**M1 wires**

Supply wires on this layer in gray.
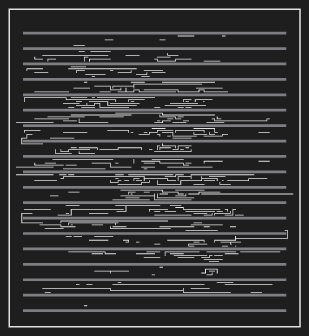
**M2 wires**

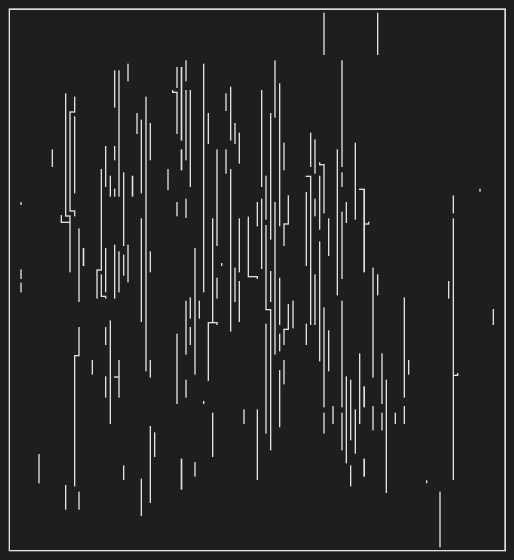
**Signal wires on met3**

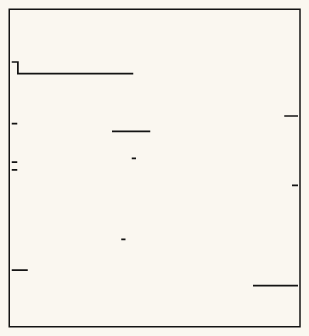
**The clock network**

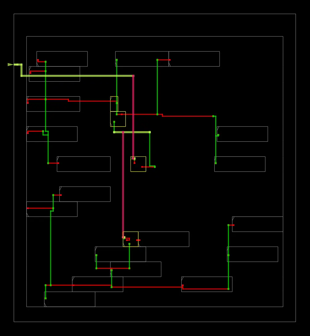
**src/rtl/reset_sequencer.sv**
```systemverilog
// Power-on / PLL-lock reset sequencer: holds, stretches, then releases NUM_OUT resets in a staggered order.
// Optional watchdog compiled in with `define RESET_SEQ_WATCHDOG_EN.
module reset_sequencer #(
    parameter int unsigned NUM_OUT        = 3,
    parameter int unsigned STRETCH_CYCLES = 32,
    parameter int unsigned STAGGER        = 4,
    parameter int unsigned WDOG_CYCLES    = 1024
) (
    input  logic               clk,
    input  logic               rst_n,
    input  logic               pll_locked,
    input  logic               sw_rst_req,
    input  logic               wdog_kick,
    output logic [NUM_OUT-1:0] rst_out,
    output logic               ready,
    output logic               wdog_fired,
    output logic [1:0]         state
);

    localparam int unsigned SW = (STRETCH_CYCLES > 1) ? $clog2(STRETCH_CYCLES) : 1;
    localparam int unsigned TW = (STAGGER > 1) ? $clog2(STAGGER) : 1;
    localparam int unsigned IW = (NUM_OUT > 1) ? $clog2(NUM_OUT) : 1;

    typedef enum logic [1:0] {
        HOLD    = 2'd0,
        STRETCH = 2'd1,
        RELEASE = 2'd2,
        RUN     = 2'd3
    } state_t;

    state_t cur, nxt;

    logic [1:0]         rst_sync;
    logic [1:0]         lock_sync;
    logic               rst_ok;
    logic               lock_s;
    logic [SW-1:0]      stretch_cnt, stretch_nxt;
    logic [TW-1:0]      stag_cnt, stag_nxt;
    logic [IW-1:0]      idx, idx_nxt;
    logic [NUM_OUT-1:0] out_nxt;
    logic               ready_nxt;
    logic               force_hold;
    logic               wdog_expire;

    // Reset release is synchronized so the FSM never leaves HOLD on a metastable deassertion.
    always_ff @(posedge clk or negedge rst_n) begin
        if (!rst_n) begin
            rst_sync  <= '0;
            lock_sync <= '0;
        end else begin
            rst_sync  <= {rst_sync[0], 1'b1};
            lock_sync <= {lock_sync[0], pll_locked};
        end
    end

    assign rst_ok = rst_sync[1];
    assign lock_s = lock_sync[1];

`ifdef RESET_SEQ_WATCHDOG_EN
    localparam int unsigned WW = $clog2(WDOG_CYCLES);

    logic [WW-1:0] wdog_cnt, wdog_cnt_nxt;
    logic          fired_q;

    always_comb begin
        wdog_cnt_nxt = '0;
        wdog_expire  = 1'b0;
        if (cur == RUN && !wdog_kick) begin
            if (wdog_cnt == WW'(WDOG_CYCLES - 1))
                wdog_expire = 1'b1;
            else
                wdog_cnt_nxt = wdog_cnt + WW'(1);
        end
    end

    always_ff @(posedge clk or negedge rst_n) begin
        if (!rst_n) begin
            wdog_cnt <= '0;
            fired_q  <= 1'b0;
        end else begin
            wdog_cnt <= (nxt == RUN) ? wdog_cnt_nxt : '0;
            if (wdog_expire)
                fired_q <= 1'b1;
        end
    end

    assign wdog_fired = fired_q;
`else
    logic unused_wdog;

    assign unused_wdog = wdog_kick | (WDOG_CYCLES == 0);
    assign wdog_expire = 1'b0;
    assign wdog_fired  = 1'b0;
`endif

    assign force_hold = !lock_s || (sw_rst_req && cur != HOLD) || wdog_expire;

    always_comb begin
        nxt         = cur;
        out_nxt     = rst_out;
        ready_nxt   = ready;
        stretch_nxt = stretch_cnt;
        stag_nxt    = stag_cnt;
        idx_nxt     = idx;
        case (cur)
            HOLD: begin
                out_nxt     = '1;
                ready_nxt   = 1'b0;
                stretch_nxt = '0;
                stag_nxt    = '0;
                idx_nxt     = '0;
                if (lock_s && rst_ok)
                    nxt = STRETCH;
            end
            STRETCH: begin
                if (stretch_cnt == SW'(STRETCH_CYCLES - 1)) begin
                    stretch_nxt = '0;
                    out_nxt[0]  = 1'b0;
                    stag_nxt    = '0;
                    // A single channel has nothing to stagger, so RUN is entered on bit 0's release.
                    if (NUM_OUT == 1) begin
                        nxt       = RUN;
                        ready_nxt = 1'b1;
                    end else begin
                        nxt     = RELEASE;
                        idx_nxt = IW'(1);
                    end
                end else begin
                    stretch_nxt = stretch_cnt + SW'(1);
                end
            end
            RELEASE: begin
                if (stag_cnt == TW'(STAGGER - 1)) begin
                    stag_nxt     = '0;
                    out_nxt[idx] = 1'b0;
                    if (idx == IW'(NUM_OUT - 1)) begin
                        nxt       = RUN;
                        ready_nxt = 1'b1;
                    end else begin
                        idx_nxt = idx + IW'(1);
                    end
                end else begin
                    stag_nxt = stag_cnt + TW'(1);
                end
            end
            RUN: begin
                out_nxt   = '0;
                ready_nxt = 1'b1;
            end
            default: nxt = HOLD;
        endcase
        if (force_hold) begin
            nxt         = HOLD;
            out_nxt     = '1;
            ready_nxt   = 1'b0;
            stretch_nxt = '0;
            stag_nxt    = '0;
            idx_nxt     = '0;
        end
    end

    always_ff @(posedge clk or negedge rst_n) begin
        if (!rst_n) begin
            cur         <= HOLD;
            rst_out     <= '1;
            ready       <= 1'b0;
            stretch_cnt <= '0;
            stag_cnt    <= '0;
            idx         <= '0;
        end else begin
            cur         <= nxt;
            rst_out     <= out_nxt;
            ready       <= ready_nxt;
            stretch_cnt <= stretch_nxt;
            stag_cnt    <= stag_nxt;
            idx         <= idx_nxt;
        end
    end

    assign state = cur;

endmodule
```
**config.mk**
```make
export PLATFORM = sky130hd
export DESIGN_NAME = reset_sequencer
export DESIGN_NICKNAME = d
export VERILOG_FILES = /design/src/rtl/reset_sequencer.sv
export SDC_FILE = /design/constraint.sdc
export NUM_CORES = 1
export LEC_CHECK = 0
export CAP_MARGIN = 10
export CORE_ASPECT_RATIO = 1.1
export CORE_MARGIN = 2
export CORE_UTILIZATION = 45
export DETAILED_ROUTE_END_ITERATION = 10
export PLACE_DENSITY = 0.66
export SLEW_MARGIN = 10
export SYNTH_ARGS = -nofsm -noshare
export SYNTH_HDL_FRONTEND = slang
export SYNTH_SLANG_ARGS = --single-unit
```
**constraint.sdc**
```tcl
create_clock -name clk -period 4.55 [get_ports clk]
set_clock_uncertainty 0.15 [all_clocks]
set_input_delay 0.455 -clock clk [delete_from_list [all_inputs] [get_ports clk]]
set_output_delay 0.455 -clock clk [all_outputs]
set_load 0.02 [all_outputs]
```
==> summary.txt <==
fresh numbers from the pnr run: worst r2r src=state[1], outcome=completed, max-slew violation count=0, YS chip area=1100 um^2, pin count of the biggest net entering global routing=20, static leakage=0.543 nW, RR Endpoint=stretch_cnt[3], CTS HTree Levels=1, Worst path depth=6, worst-margin pin slew=837 ps, first-pass GRT wire length=3680 um, Post-DRT Antenna Nets=0, fmax=437 MHz, Critical Path AT=2350 ps, FP Rows=18, port buffer count=9, post-DP HPWL=1490 um, drt first-iter violations=11, CP endpoint=stretch_cnt[3], CP Data Required Time=4610 ps, Buf/Inv on CP=1, final WL=1980 um, Min Clock Period, post-route=2290 ps, drt first pass iters=4, critical path's slowest cell=nor2_1, Maximum Capacitance Violations=0, FP Util=48.2%, CP delay by family, top=simple AND/OR/NAND/NOR gates, final std cells w/o fill=147, startpoint class of the critical path=flip-flop, gr usage total=16.7%, Layout Utilization=54.0%, placer congestion estimate=0.765, Layout area overhead=12.1%, worst min path class=flip-flop to flip-flop, DP Cell Count=143, RSZ-0062 raised after global routing=false, setup slack after placement=2140 ps, share of cells above drive strength 1=8.55%, endpoints failing hold=0, cts hold-fix bufs=0, Max-slew headroom=44.0%, critical path class=flip-flop to flip-flop, Syn Std Cell Area=1100 um^2, Cell Chain, Critical Path=inv_1 -> ha_1 -> nor2b_1 -> nor2_1 -> nand2_1 -> o31ai_1, worst reg2reg setup slack=2260 ps, TritonCTS clock tree=yes, Post-synth EDFFs=0, Core Box Area=2270 um^2, post-synthesis cell type count=37, Post-CTS Resized=0, Tcrit/Tclk final=50.3%, n_diodes=0, chip area=2850 um^2, yosys cell count=108, worst-path fanout max=11, clk slew on worst S/H paths=110 ps, fin nets=134, DRC violation count after routing=0, Worst VDD drop=0.000317 V, Bufs on Longest Clock Path=2, post-synthesis instance total=108, Crit path largest cell delay=600 ps, Top area cell types=dfrtp_1, ha_1, dfstp_2, Post-synth regs=19, share of flip-flops with an asynchronous set or reset=100%, PD cells=444 nW/um^2, Yosys top cell by area=dfrtp_1, Ports=12, Top Layer Used=met4, Synth Warn #=0, Routed WL per cell=13.5 um, Synth top area share=36.5%, crit path launch=state[1], Setup TNS Final=0 ps, setup repair bufs after CTS=0, Skew-Pair Late Insertion Delay=300 ps, Die H=55.8 um, setup violators final=0, Commonest flop=dfrtp_1, via count of the first global-routing pass=839, DR WL met3=45 um, Synth Net Count=124, tool warnings=33, Met2 Wirelength=859 um, CP endpoint kind=flip-flop, Setup WS post-layout=2260 ps, sequential share of the synthesized area=43.7%, grt ovf=0, Vias/cell=5.35, Die X=51.1 um, Met1 Wirelength=1040 um, FF-to-FF path depth=6, Mapped Avg Cell Area=10.1 um^2, initial antenna violation count=0, routed vias=786, clk root buf=clkbuf_4
About 'M1 wires':
main direction = horizontal
longest straight run = 18.9 um
share of all routed wire = 53%
nets with wire on the layer = 119

About 'M2 wires':
longest straight run = 28.2 um
share of all routed wire = 43%
nets with wire on the layer = 102

About 'signal wires on met3':
wire length on this layer = 45.2 um
longest straight run = 20.2 um
nets with wire on the layer = 9

About 'the clock network':
clock tree sinks: 19
CTS Buf Count: 3

-- where the power goes --
group / switching, mW / total (mW) / internal [mW]
combinational: 0.146 / 0.246 / 0.0997
sequential: 0.0191 / 0.213 / 0.194
clock: 0.0524 / 0.0866 / 0.0342
total: 0.218 / 0.546 / 0.328
-- placed cells by master (no fill, tap or decap), types with 3 or more instances in the layout --
cell	Yosys	layout
dfstp_2	3	3
dfrtp_1	16	16
o21ai_0	5	5
mux2i_1	3	3
nand3_1	8	8
nand2_1	10	10
clkdlybuf4s50_1	0	9
ha_1	11	11
clkbuf_4	0	3
o21ai_1	3	3
nand2b_1	5	5
inv_1	8	8
-- worst register-to-register path, cell delays in order, from the launching register on --
cell and delay, ps:
dfrtp_1 440, inv_1 120, ha_1 370, nor2b_1 140
nor2_1 600, nand2_1 160, o31ai_1 220
-- per-layer routing --
| layer | global-route usage, % | vias up |
|---|---|---|
| met2 | 24.5 | 11 |
| li1 | - | 405 |
| met1 | 23.7 | 366 |
| met5 | 0 | - |
| met3 | 3.49 | 4 |
| met4 | 6.95 | 0 |
-- how the worst min path moves through the flow --
stage                 startpoint           end  slack (ps)  depth (start not counted)
floorplan                  rst_n        idx[0]           9                          0
global placement     rst_sync[0]   rst_sync[1]         180                          0
detailed placement   rst_sync[0]   rst_sync[1]         190                          0
CTS                  rst_sync[0]   rst_sync[1]         210                          0
global route        lock_sync[0]  lock_sync[1]         230                          0
finish               rst_sync[0]   rst_sync[1]         210                          0
-- state kept, by name, indices dropped and copies added (netlist names) --
signal,cells
rst_out,3
ready,1
rst_sync,2
stag_cnt,2
idx,2
stretch_cnt,5
lock_sync,2
state,2
-- area by class of cell --
class	count	area, um^2
repair buffers	9	90.1
flip-flops and latches	19	479
well taps	30	37.5
multi-input cells	76	562
inverters	9	33.8
fillers	218	1050
clock buffers	4	26.3
-- through the flow --
stage	cell area, um^2	power (mW)	hold slack (ps)
after floorplan	1100	0.394	9.41
after global placement	1200	0.458	184
after detailed placement	1200	0.463	187
after CTS	1230	0.550	211
after global routing	1230	0.589	229
final	1230	0.546	207
-- cell usage after synthesis (2+ instances only) --
| master | number |
|---|---|
| dfstp_2 | 3 |
| o31ai_1 | 2 |
| a32o_1 | 2 |
| conb_1 | 2 |
| nand2b_1 | 5 |
| nand3_1 | 8 |
| inv_1 | 8 |
| buf_2 | 2 |
| nor2b_1 | 2 |
| mux2i_1 | 3 |
| o21ai_1 | 3 |
| o21ai_0 | 5 |
| nand4_1 | 2 |
| ha_1 | 11 |
| a21oi_1 | 2 |
| dfrtp_1 | 16 |
| o2bb2ai_1 | 2 |
| nand2_1 | 10 |
| nor2_1 | 2 |
-- kinds of logic after synthesis --
logic type,share of synthesized area [%]
AND/OR/NAND/NOR,18.0
buffers and inverters,5.02
other,0.685
multiplexers,3.77
adder cells (fa/ha/maj),12.6
flip-flops,43.7
AND-OR/OR-AND,16.2
Power figures rest on the tool's default switching activity, not on a simulated workload.
